### src/rtl/branch_resolve_unit.sv
// Branch resolve unit (execute stage).
// Takes the resolved condition bit of an issued branch and computes its target. With
// DELAY_SLOT=1 it tracks the architectural delay slot and annuls it for not-taken "likely"
// branches. A taken branch produces a held PC redirect to fetch over valid/ready. It also
// keeps saturating branch/taken counters.
//
// Ports:
//   clk, rst                 clock, synchronous active-high reset
//   br_valid/br_bf/br_cond   branch issue pulse, function code, condition result
//   br_pc/br_imm             branch PC and raw 16-bit offset field
//   slot_valid               delay-slot instruction in execute
//   redir_valid/pc/ready     redirect handshake to fetch
//   annul_slot               kill the delay-slot instruction (combinational)
//   busy                     stall decode from issuing another branch
//   err                      sticky: branch issued while busy
//   branch_cnt/taken_cnt     saturating performance counters
module branch_resolve_unit #(
   parameter int unsigned CNT_W      = 16,
   parameter int unsigned DELAY_SLOT = 1
) (
   input  logic             clk,
   input  logic             rst,
   input  logic             br_valid,
   input  logic [3:0]       br_bf,
   input  logic             br_cond,
   input  logic [31:0]      br_pc,
   input  logic [15:0]      br_imm,
   input  logic             slot_valid,
   output logic             redir_valid,
   output logic [31:0]      redir_pc,
   input  logic             redir_ready,
   output logic             annul_slot,
   output logic             busy,
   output logic             err,
   output logic [CNT_W-1:0] branch_cnt,
   output logic [CNT_W-1:0] taken_cnt
);

   typedef enum logic [1:0] {StIdle, StSlotWait, StRedirect} state_e;

   localparam logic [CNT_W-1:0] CntOne = {{(CNT_W-1){1'b0}}, 1'b1};
   localparam logic [CNT_W-1:0] CntMax = {CNT_W{1'b1}};

   state_e           state_q, state_d;
   logic             taken_q, taken_d;
   logic             annul_q, annul_d;
   logic [31:0]      target_q, target_d;
   logic             err_q, err_d;
   logic [CNT_W-1:0] branch_cnt_q, branch_cnt_d;
   logic [CNT_W-1:0] taken_cnt_q, taken_cnt_d;

   logic        code_ok;
   logic        likely;
   logic [31:0] target_calc;

   assign code_ok     = (br_bf == 4'b0010) || (br_bf == 4'b0011) || br_bf[3];
   assign likely      = br_bf[3] & br_bf[0];
   // Offset is a word count: sign-extend, scale by 4, relative to PC+4. Wraps mod 2^32.
   assign target_calc = br_pc + 32'd4 + {{14{br_imm[15]}}, br_imm, 2'b00};

   always_comb begin
      state_d      = state_q;
      taken_d      = taken_q;
      annul_d      = annul_q;
      target_d     = target_q;
      err_d        = err_q;
      branch_cnt_d = branch_cnt_q;
      taken_cnt_d  = taken_cnt_q;

      // Issuing while busy is dropped but remembered as a protocol error.
      if (br_valid && (state_q != StIdle)) begin
         err_d = 1'b1;
      end

      unique case (state_q)
         StIdle: begin
            if (br_valid && code_ok) begin
               branch_cnt_d = (branch_cnt_q == CntMax) ? branch_cnt_q : branch_cnt_q + CntOne;
               if (br_cond) begin
                  taken_cnt_d = (taken_cnt_q == CntMax) ? taken_cnt_q : taken_cnt_q + CntOne;
                  target_d    = target_calc;
                  taken_d     = 1'b1;
               end else if (likely && (DELAY_SLOT != 0)) begin
                  annul_d = 1'b1;
               end
               if (DELAY_SLOT != 0) begin
                  // A taken branch or a not-taken likely branch both need the slot.
                  if (br_cond || likely) state_d = StSlotWait;
               end else if (br_cond) begin
                  state_d = StRedirect;
               end
            end
         end
         StSlotWait: begin
            if (slot_valid) begin
               state_d = taken_q ? StRedirect : StIdle;
               taken_d = 1'b0;
               annul_d = 1'b0;
            end
         end
         StRedirect: begin
            taken_d = 1'b0;
            if (redir_ready) state_d = StIdle;
         end
         default: state_d = StIdle;
      endcase
   end

   always_ff @(posedge clk) begin
      if (rst) begin
         state_q      <= StIdle;
         taken_q      <= 1'b0;
         annul_q      <= 1'b0;
         target_q     <= 32'd0;
         err_q        <= 1'b0;
         branch_cnt_q <= '0;
         taken_cnt_q  <= '0;
      end else begin
         state_q      <= state_d;
         taken_q      <= taken_d;
         annul_q      <= annul_d;
         target_q     <= target_d;
         err_q        <= err_d;
         branch_cnt_q <= branch_cnt_d;
         taken_cnt_q  <= taken_cnt_d;
      end
   end

   assign redir_valid = (state_q == StRedirect);
   assign redir_pc    = target_q;
   assign annul_slot  = (state_q == StSlotWait) && slot_valid && annul_q;
   assign busy        = (state_q != StIdle);
   assign err         = err_q;
   assign branch_cnt  = branch_cnt_q;
   assign taken_cnt   = taken_cnt_q;

endmodule

### config.mk
export PLATFORM = sky130hd
export DESIGN_NAME = branch_resolve_unit
export DESIGN_NICKNAME = d
export VERILOG_FILES = /design/src/rtl/branch_resolve_unit.sv
export SDC_FILE = /design/constraint.sdc
export NUM_CORES = 1
export LEC_CHECK = 0
export CELL_PAD_IN_SITES_DETAIL_PLACEMENT = 0
export CELL_PAD_IN_SITES_GLOBAL_PLACEMENT = 2
export CORE_MARGIN = 4
export CORE_UTILIZATION = 29
export CTS_BUF_LIST = sky130_fd_sc_hd__clkbuf_8
export DETAILED_ROUTE_END_ITERATION = 12
export GPL_TIMING_DRIVEN = 1
export HOLD_SLACK_MARGIN = 0.03
export PLACE_DENSITY = 0.91
export SLEW_MARGIN = 20
export SYNTH_ARGS = -nofsm -noshare
export SYNTH_HDL_FRONTEND = slang
export SYNTH_SLANG_ARGS = --single-unit
### constraint.sdc
create_clock -name clk -period 3.5 [get_ports clk]
set_input_delay 0.35 -clock clk [delete_from_list [all_inputs] [get_ports clk]]
set_output_delay 0.35 -clock clk [all_outputs]
set_load 0.005 [all_outputs]
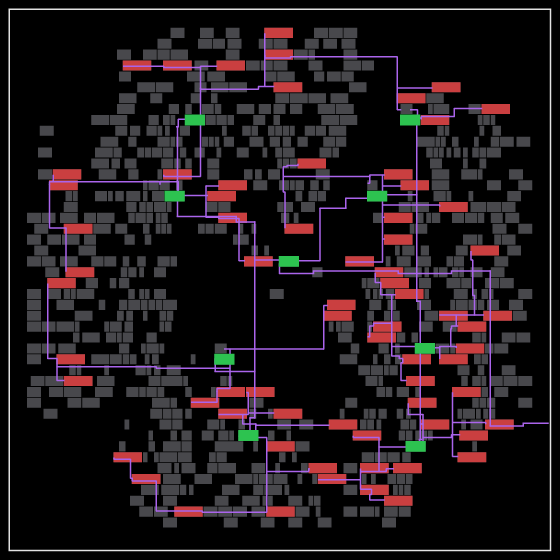
Figure 1: run 1, clock wires, drivers and flops.
Scale: 4 px per um.
legend:
  red:
    item: flip-flops
    count: 69
  green:
    item: clock-net drivers
    count: 9
  purple:
    item: clock wires
    length: 1,230 um
routed clock nets: 10
flops lie: all over the die
clk_skew: 0.00993 ns
Clk. pwr: 0.617 mW
clk_lat worst skew: 0.37 ns
Clock power frac: 0.288

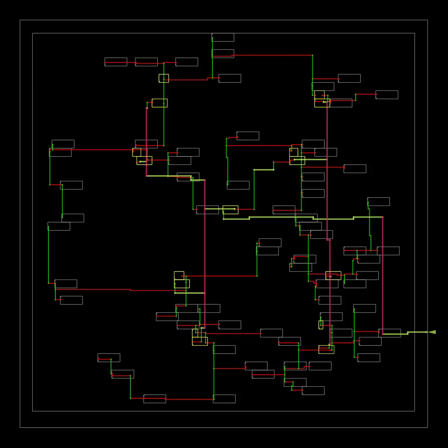
Figure 2: run 1, clock routing.
flip-flops: 69
CTS Buf Count: 9
# clock sinks: 69
layout clock buffer count: 9

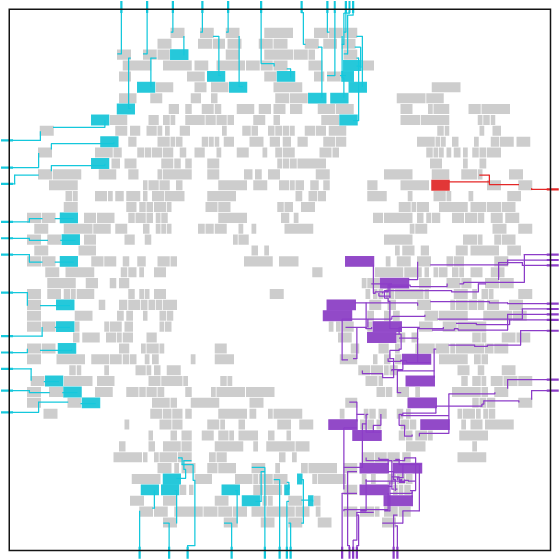
Figure 3: run 1, port wiring.
Scale: 4 px per um.
legend:
  purple:
    port: taken_cnt
    direction: output
    edge: 10 east, 6 south
    end_cells: 16
    buffers: 16
    wire: 865 um
  cyan:
    port: br_pc
    direction: input
    edge: 12 west, 12 north, 8 south
    end_cells: 32
    buffers: 32
    wire: 620 um
  red:
    port: redir_valid
    direction: output
    edge: east
    end_cells: 1
    buffers: 1
    wire: 26.6 um

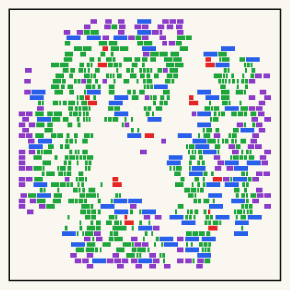
Figure 4: run 1, placement by cell class.
Scale: 2 px per um.
legend:
  green:
    class: remaining logic cells
    cells: 472
    share_of_their_area: 53%
  red:
    class: clock drivers and dummy loads
    cells: 16
    share_of_their_area: 2.9%
  purple:
    class: remaining buffers and delay cells
    cells: 134
    share_of_their_area: 22%
  blue:
    class: registers
    cells: 69
    share_of_their_area: 23%
sequential share of cell area: 0.218
FP Rows: 46
post-layout util: 0.401

==> results.toml, run 1 <==
# generated from flow reports
[synth]
ys_chip_area_sq_um = 4670
synth-main-ff-cell = "dfxtp_1"
async_flop_share = 0
yosys-top-cells-area = "dfxtp_1 (30%), ha_1 (17%), a21oi_1 (6.5%), xnor2_1 (5.6%), nor2_1 (4.4%)"
ys_seq_share = 0.296
top_cell_area_share = 0.296
yosysTopAreaCell = "dfxtp_1"
synth_cells = 562

[global_route]
grt_pass1_wl_mm = 21.9
grt_pass1_vias = 4576
grt_max_degree = 39
overflow = 0

[timing]
fin_crit_ns = 3.10
rsz0062_at_grt = "no"
post-route-period-util = 0.885
setup_violations = 0
maxSlewHeadroom = 0.530
tns_ns = 0
final_max_slew_viol_count = 0
finalHoldViolCount = 0
worst_slew_pin_slew_ns = 0.700

[floorplan]
io_pins = 126
die_area_sq_um = 18200
core_sq_um = 15800
fp_util = 0.295
die_y_um = 135

[power_and_ir_drop]
power_frac_seq = 0.394
intPower_mw = 1.41
switchingPower_mw = 0.730
p_comb_frac = 0.319

[outcome]
status = "finished, final reports clean"

[cts]
path_clk_slew_ns = 0.08
htree_levels = 3
clockBufferDepth = 2
cts_resized = 0
cts_tree = "built"

[worst_setup_path]
critPathSlowestCell = "clkdlybuf4s50_1"
critPathCaptureType = "flip-flop"
crit_arrival_ns = 3.38
cpLargestDelayFamily = "AND-OR/OR-AND gates"
required_ns = 3.78
cp_max_fo = 4
critical-path-max-stage-delay_ns = 0.41
startpoint_type = "input pin"

[min_path]
hp-class = "reg2reg"

[placement]
dp_cells = 891
dp_hpwl_mm = 10.3

[detailed_routing]
first_pass_iters = 4
drc_errors = 0
wl_mm = 13.2

[layout]
lay_top_count = "clkdlybuf4s50_1"
most-common-layout-cells = "clkdlybuf4s50_1 (124), dfxtp_1 (69), ha_1 (63)"
-- run 1: final timing paths --
kind	startpoint	end	slack, ns	cells after the start
hold reg to reg	redir_pc[18]	redir_pc[18]	0.45	2
hold / removal	redir_pc[18]	redir_pc[18]	0.45	2
setup reg to reg	state_q[1]	taken_cnt[9]	0.83	7
setup / recovery	br_pc[3]	redir_pc[27]	0.40	11
-- run 1: layout make-up --
class	count	area [sq um]
clock buffer	9	124
clock inverter	7	50.0
fill	1593	9480
inverter	21	78.8
multi-input combinational	451	3130
sequential	69	1380
tap	216	270
timing repair buffer	134	1310
-- run 1: registers in the layout, indices dropped and copies added (netlist names) --
| name | cells |
|---|---|
| redir_pc | 32 |
| branch_cnt | 16 |
| taken_cnt | 16 |
| state_q | 2 |
| annul_q | 1 |
| err | 1 |
| taken_q | 1 |
-- run 1: metal layers --
metal,vias up,share of wire,global-route usage
met4,0,0.022,0.0577
met2,99,0.48,0.253
met5,-,0,0
li1,2288,-,-
met1,2074,0.45,0.184
met3,17,0.044,0.0291
-- run 1: stage by stage --
step	util	setup WS [ns]	hold WS [ns]
floorplan	-	0.759	0.448
global placement	0.390	0.0860	0.442
detailed placement	0.390	0.0248	0.447
CTS	0.401	0.400	0.458
global route	0.401	0.133	0.483
finish	0.401	0.403	0.455
-- run 1: cells in the mapped netlist (8+ instances only) --
| master | instances |
|---|---|
| dfxtp_1 | 69 |
| ha_1 | 63 |
| a21oi_1 | 61 |
| nor2_1 | 55 |
| nand2_1 | 50 |
| xnor2_1 | 30 |
| o21ai_0 | 25 |
| inv_1 | 20 |
| clkbuf_1 | 18 |
| xor2_1 | 18 |
| nand3_1 | 17 |
| a21o_1 | 15 |
| a22o_1 | 10 |
| or3_1 | 10 |
| and3_1 | 8 |
| nand4_1 | 8 |
| nor3_1 | 8 |
-- run 1: power groups by stage --
stage          logic (mW)  registers [mW]  clock network [mW]
2_1_floorplan       0.430           0.860                   0
3_3_place_gp        0.682           0.862                   0
5_1_grt             0.767           0.849               0.674
6_report            0.683           0.844               0.617
3_5_place_dp        0.685           0.863                   0
4_1_cts             0.692           0.845               0.647
-- run 1: kinds of logic after synthesis --
| family | count (synthesis) | synth area share |
|---|---|---|
| xor+xnor | 48 | 0.0900 |
| flops | 69 | 0.296 |
| simple gates | 179 | 0.183 |
| mux | 5 | 0.0110 |
| fa+ha+maj | 64 | 0.173 |
| buf+inv | 42 | 0.0340 |
| compound gates | 155 | 0.214 |
-- run 1: tightest hold or removal path: cells and delay by family (launching register included) --
kind	cells	cell delay, ns
flops	1	0.32
simple gates	1	0.05
compound gates	1	0.05
==> run 1 -> run 2 <==
CTS_CLUSTER_DIAMETER = 150   (was default)
==> results.toml, run 2 <==
# generated from flow reports
[placement]
dp_worst_setup_slack_ns = 0.0248
dp_hpwl_mm = 10.3
dpl-instance-area_sq_um = 6180

[cts]
cts_resized = 0
cts_sinks = 69
worstSkewPairLatency_ns = 0.37
path_clk_slew_ns = 0.08
cts_tree = "built"
clockBufferDepth = 2
cts_made_buffers = 9
htree_levels = 3

[worst_setup_path]
startpoint_type = "input pin"
critPathSlowestCell = "clkdlybuf4s50_1"
cp_max_fo = 4
critPathCaptureType = "flip-flop"
critical-path-max-stage-delay_ns = 0.41
required_ns = 3.78
crit_arrival_ns = 3.38

[floorplan]
num_rows = 46
io_pins = 126
die_area_sq_um = 18200
fp_util = 0.295
die_y_um = 135
core_sq_um = 15800

[synth]
yosys-top-cells-area = "dfxtp_1 (30%), ha_1 (17%), a21oi_1 (6.5%), xnor2_1 (5.6%), nor2_1 (4.4%)"
async_flop_share = 0
top_cell_area_share = 0.296
top_cell = "dfxtp_1"
postSynthNetCount = 684
fa_ha_area_frac = 0.173
synth.logic.top_family = "AND-OR/OR-AND gates"
xor_area_frac = 0.0900
top_cells_by_count = "dfxtp_1 (69), ha_1 (63), a21oi_1 (61)"
synth_cells = 562
ys_chip_area_sq_um = 4670
yosysTopAreaCell = "dfxtp_1"
ys_sh_simple = 0.183
muxShareOfSynthArea = 0.0110

[power_and_ir_drop]
power_frac_seq = 0.394
clockPowerShare = 0.288
intPower_mw = 1.41
swShare = 0.340
switchingPower_mw = 0.730
p_comb_frac = 0.319

[layout]
largest_reg_flops = 32
lay_top_count = "clkdlybuf4s50_1"
most-common-layout-cells = "clkdlybuf4s50_1 (124), dfxtp_1 (69), ha_1 (63)"

[timing]
finalHoldViolCount = 0
hold_ws_ns = 0.455
setup_violations = 0
final_max_slew_viol_count = 0
worst_slew_pin_slew_ns = 0.700
rsz0062_at_grt = "no"
fin_skew_ns = 0.00993
post-route-period-util = 0.885
fin_ws_ns = 0.403
fin_crit_ns = 3.10

[global_route]
grt_pass1_wl_mm = 21.9
grt_pass1_vias = 4576

[detailed_routing]
drc_errors = 0
dr.first_iter.drc_count = 227
first_pass_iters = 4

[outcome]
status = "finished, final reports clean"
run 2: cell counts after synthesis:
No cell type changed its count.
run 2: final cells by class:
class | instances | area [sq um]
fillers | 1593 | 9480
multi-input cells | 451 | 3130
flip-flops and latches | 69 | 1380
repair buffers | 134 | 1310
well taps | 216 | 270
clock buffers | 9 | 124
inverters | 21 | 78.8
clock inverters | 7 | 50.0
run 2: power groups by stage:
stage | Clock, mW | Sequential, mW | Combinational, mW
floorplan | 0 | 0.860 | 0.430
global placement | 0 | 0.862 | 0.682
finish | 0.617 | 0.844 | 0.683
CTS | 0.647 | 0.845 | 0.692
detailed placement | 0 | 0.863 | 0.685
global route | 0.674 | 0.849 | 0.767
run 2: cell families after synthesis:
| group | count (synthesis) |
|---|---|
| adder cells (fa/ha/maj) | 64 |
| buffers and inverters | 42 |
| flip-flops | 69 |
| XOR/XNOR | 48 |
| multiplexers | 5 |
| AND-OR/OR-AND | 155 |
| AND/OR/NAND/NOR | 179 |
run 2: worst max-delay path: cells and delay by family:
family          cells  cell delay, ns
simple gates        2            0.46
fa+ha+maj           3            0.95
buf+inv             1            0.41
compound gates      5            1.20
run 2: metrics by stage:
stage          cells  utilization
2_1_floorplan    562            -
3_3_place_gp     891        0.390
3_5_place_dp     891        0.390
4_1_cts          907        0.401
5_1_grt          907        0.401
6_report         907        0.401
run 2: layer usage:
metal | track usage | wire [um]
met3 | 0.0291 | 587
met4 | 0.0577 | 287
met1 | 0.184 | 5970
met2 | 0.253 | 6380
met5 | 0 | 0
run 2: worst paths after layout:
path	endpoint	cells past startpoint	startpoint	slack [ns]
setup / recovery	redir_pc[27]	11	br_pc[3]	0.40
hold / removal	redir_pc[18]	2	redir_pc[18]	0.45
setup reg to reg	taken_cnt[9]	7	state_q[1]	0.83
hold reg to reg	redir_pc[18]	2	redir_pc[18]	0.45
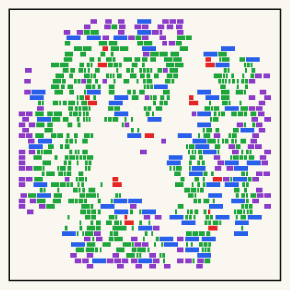
Figure 5: run 2, placement by cell class.
Scale: 2 px per um.
legend:
  red:
    class: clock drivers and dummy loads
    cells: 16
    share_of_their_area: 2.9%
  green:
    class: remaining logic cells
    cells: 472
    share_of_their_area: 53%
  blue:
    class: registers
    cells: 69
    share_of_their_area: 23%
  purple:
    class: remaining buffers and delay cells
    cells: 134
    share_of_their_area: 22%

No activity file was given, so power comes from the tool's default toggle rates.
